File: src/rtl/bcd_tens_display.sv
// bcd_tens_display
//   Extends a mod-10 BCD count into a two-digit 00-99 value by counting decade
//   roll-overs (9 -> 0) in a tens digit. It drives a two-digit time-multiplexed
//   seven-segment display and flags non-BCD input and tens overflow.
//
// Parameters
//   REFRESH_DIV  cycles each digit stays enabled before the mux switches (2-255)
//
// Ports
//   i_clk       system clock, all logic on posedge
//   i_rst       synchronous active-low reset
//   i_ones_in   BCD count from the upstream mod-10 counter
//   o_ones_q    registered copy of i_ones_in
//   o_tens_q    tens digit, BCD 0-9
//   o_rollover  one-cycle pulse on each decade increment
//   o_overflow  sticky, set when tens wraps 9 -> 0
//   o_bcd_err   one-cycle pulse, i_ones_in was > 9 on the previous edge
//   o_seg       {g,f,e,d,c,b,a}, active-high segments
//   o_an        active-low digit enables, [0] = ones, [1] = tens
module bcd_tens_display #(
  parameter int unsigned REFRESH_DIV = 4
) (
  input  logic       i_clk,
  input  logic       i_rst,
  input  logic [3:0] i_ones_in,
  output logic [3:0] o_ones_q,
  output logic [3:0] o_tens_q,
  output logic       o_rollover,
  output logic       o_overflow,
  output logic       o_bcd_err,
  output logic [6:0] o_seg,
  output logic [1:0] o_an
);

  localparam logic [7:0] LastCnt = 8'(REFRESH_DIV - 1);

  logic [3:0] r_ones;
  logic [3:0] r_tens;
  logic       r_rollover;
  logic       r_overflow;
  logic       r_bcd_err;
  logic [6:0] r_seg;
  logic [1:0] r_an;
  logic       r_seen;
  logic       r_sel;
  logic [7:0] r_refresh_cnt;

  logic       w_wrap;
  logic       w_tens_max;
  logic       w_cnt_last;
  logic [3:0] w_digit;
  logic [6:0] w_seg_enc;

  always_comb begin
    // r_seen masks the reset value of r_ones so the first sample can't look like 9 -> 0.
    w_wrap     = r_seen && (r_ones == 4'd9) && (i_ones_in == 4'd0);
    w_tens_max = (r_tens == 4'd9);
    w_cnt_last = (r_refresh_cnt == LastCnt);
    w_digit    = r_sel ? r_tens : r_ones;
  end

  // Non-BCD codes blank the digit.
  always_comb begin
    w_seg_enc = 7'h00;
    case (w_digit)
      4'd0:    w_seg_enc = 7'h3F;
      4'd1:    w_seg_enc = 7'h06;
      4'd2:    w_seg_enc = 7'h5B;
      4'd3:    w_seg_enc = 7'h4F;
      4'd4:    w_seg_enc = 7'h66;
      4'd5:    w_seg_enc = 7'h6D;
      4'd6:    w_seg_enc = 7'h7D;
      4'd7:    w_seg_enc = 7'h07;
      4'd8:    w_seg_enc = 7'h7F;
      4'd9:    w_seg_enc = 7'h6F;
      default: w_seg_enc = 7'h00;
    endcase
  end

  always_ff @(posedge i_clk) begin
    if (!i_rst) begin
      r_ones        <= 4'd0;
      r_tens        <= 4'd0;
      r_rollover    <= 1'b0;
      r_overflow    <= 1'b0;
      r_bcd_err     <= 1'b0;
      r_seg         <= 7'h00;
      r_an          <= 2'b11;
      r_seen        <= 1'b0;
      r_sel         <= 1'b0;
      r_refresh_cnt <= 8'd0;
    end else begin
      r_ones     <= i_ones_in;
      r_seen     <= 1'b1;
      r_bcd_err  <= (i_ones_in > 4'd9);
      r_rollover <= w_wrap;

      if (w_wrap) begin
        if (w_tens_max) begin
          r_tens     <= 4'd0;
          r_overflow <= 1'b1;
        end else begin
          r_tens <= r_tens + 4'd1;
        end
      end

      if (w_cnt_last) begin
        r_refresh_cnt <= 8'd0;
        r_sel         <= ~r_sel;
      end else begin
        r_refresh_cnt <= r_refresh_cnt + 8'd1;
      end

      // Display registers use the pre-edge sel and digits, so they lag by one cycle.
      r_an  <= r_sel ? 2'b01 : 2'b10;
      r_seg <= w_seg_enc;
    end
  end

  assign o_ones_q   = r_ones;
  assign o_tens_q   = r_tens;
  assign o_rollover = r_rollover;
  assign o_overflow = r_overflow;
  assign o_bcd_err  = r_bcd_err;
  assign o_seg      = r_seg;
  assign o_an       = r_an;

endmodule
File: config.mk
export PLATFORM = sky130hd
export DESIGN_NAME = bcd_tens_display
export DESIGN_NICKNAME = d
export VERILOG_FILES = /design/src/rtl/bcd_tens_display.sv
export SDC_FILE = /design/constraint.sdc
export NUM_CORES = 1
export LEC_CHECK = 0
export ABC_AREA = 1
export ABC_CLOCK_PERIOD_IN_PS = 3900
export CAP_MARGIN = 0
export CORE_ASPECT_RATIO = 0.8
export CORE_MARGIN = 2
export CORE_UTILIZATION = 50
export CTS_BUF_LIST = sky130_fd_sc_hd__clkbuf_8 sky130_fd_sc_hd__clkbuf_16
export DETAILED_ROUTE_END_ITERATION = 7
export GPL_ROUTABILITY_DRIVEN = 0
export HOLD_SLACK_MARGIN = 0.1
export PLACE_DENSITY_LB_ADDON = 0.3
export SLEW_MARGIN = 0
export SYNTH_ARGS = -nofsm -noshare
export SYNTH_HDL_FRONTEND = slang
export SYNTH_SLANG_ARGS = --single-unit
File: constraint.sdc
create_clock -name i_clk -period 3.9 [get_ports i_clk]
set_input_delay 0.78 -clock i_clk [delete_from_list [all_inputs] [get_ports i_clk]]
set_output_delay 0.78 -clock i_clk [all_outputs]
set_load 0.01 [all_outputs]
### Wires at chosen ports, followed through buffers

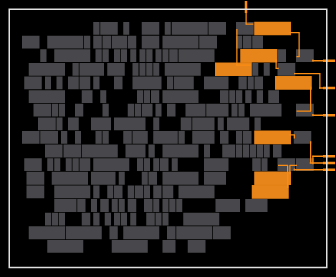
`o_seg`: shown in orange, direction output, edge 6 right, 1 top, end cells 7, buffers 7, wire 71.9 um.

### Met3 routing

The bar under the picture is 20 um long.
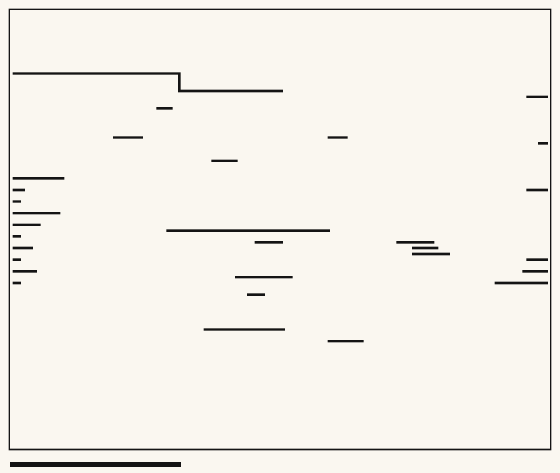
The layer carries 135 um of wire. The layer holds 4.8% of the routed length. 25 nets have wire on it. The longest straight run is 19.3 um. The wires run mostly horizontal.

==> impl_metrics.json <==
{
  "routed_wl_mm": 2.83,
  "floorplan.core_util_pct": 51.7,
  "largest_register": "r_refresh_cnt",
  "grt_use_total_pct": 19.3,
  "mux_share_pct": 0,
  "p_switching_uw": 175,
  "and_or_or_and_cells_area_fraction_pct": 6.62,
  "p_sw_share_pct": 25.5,
  "m1WireLength_mm": 1.31,
  "worstSetupEndpointType": "output port",
  "most_common_cell": "sky130_fd_sc_hd__nand2_1",
  "status": "completed",
  "worst-path-buf-inv": 1,
  "inverters_excl_clock": 26,
  "timing.reg2reg.setup_slack_ns": 1.94,
  "vias_per_std_cell": 4.90,
  "die_w_um": 63.1,
  "grt_setup_unrepaired": "no",
  "seq_area_share_pct": 34.0,
  "worst_path_max_delay_cell": "sky130_fd_sc_hd__clkdlybuf4s50_1",
  "setup_viol": 0,
  "area_growth_pct": 26.4,
  "die_height_um": 51.3,
  "power.density_mw_per_mm2": 388,
  "comb_share_pct": 37.3,
  "intPower_uw": 511
}
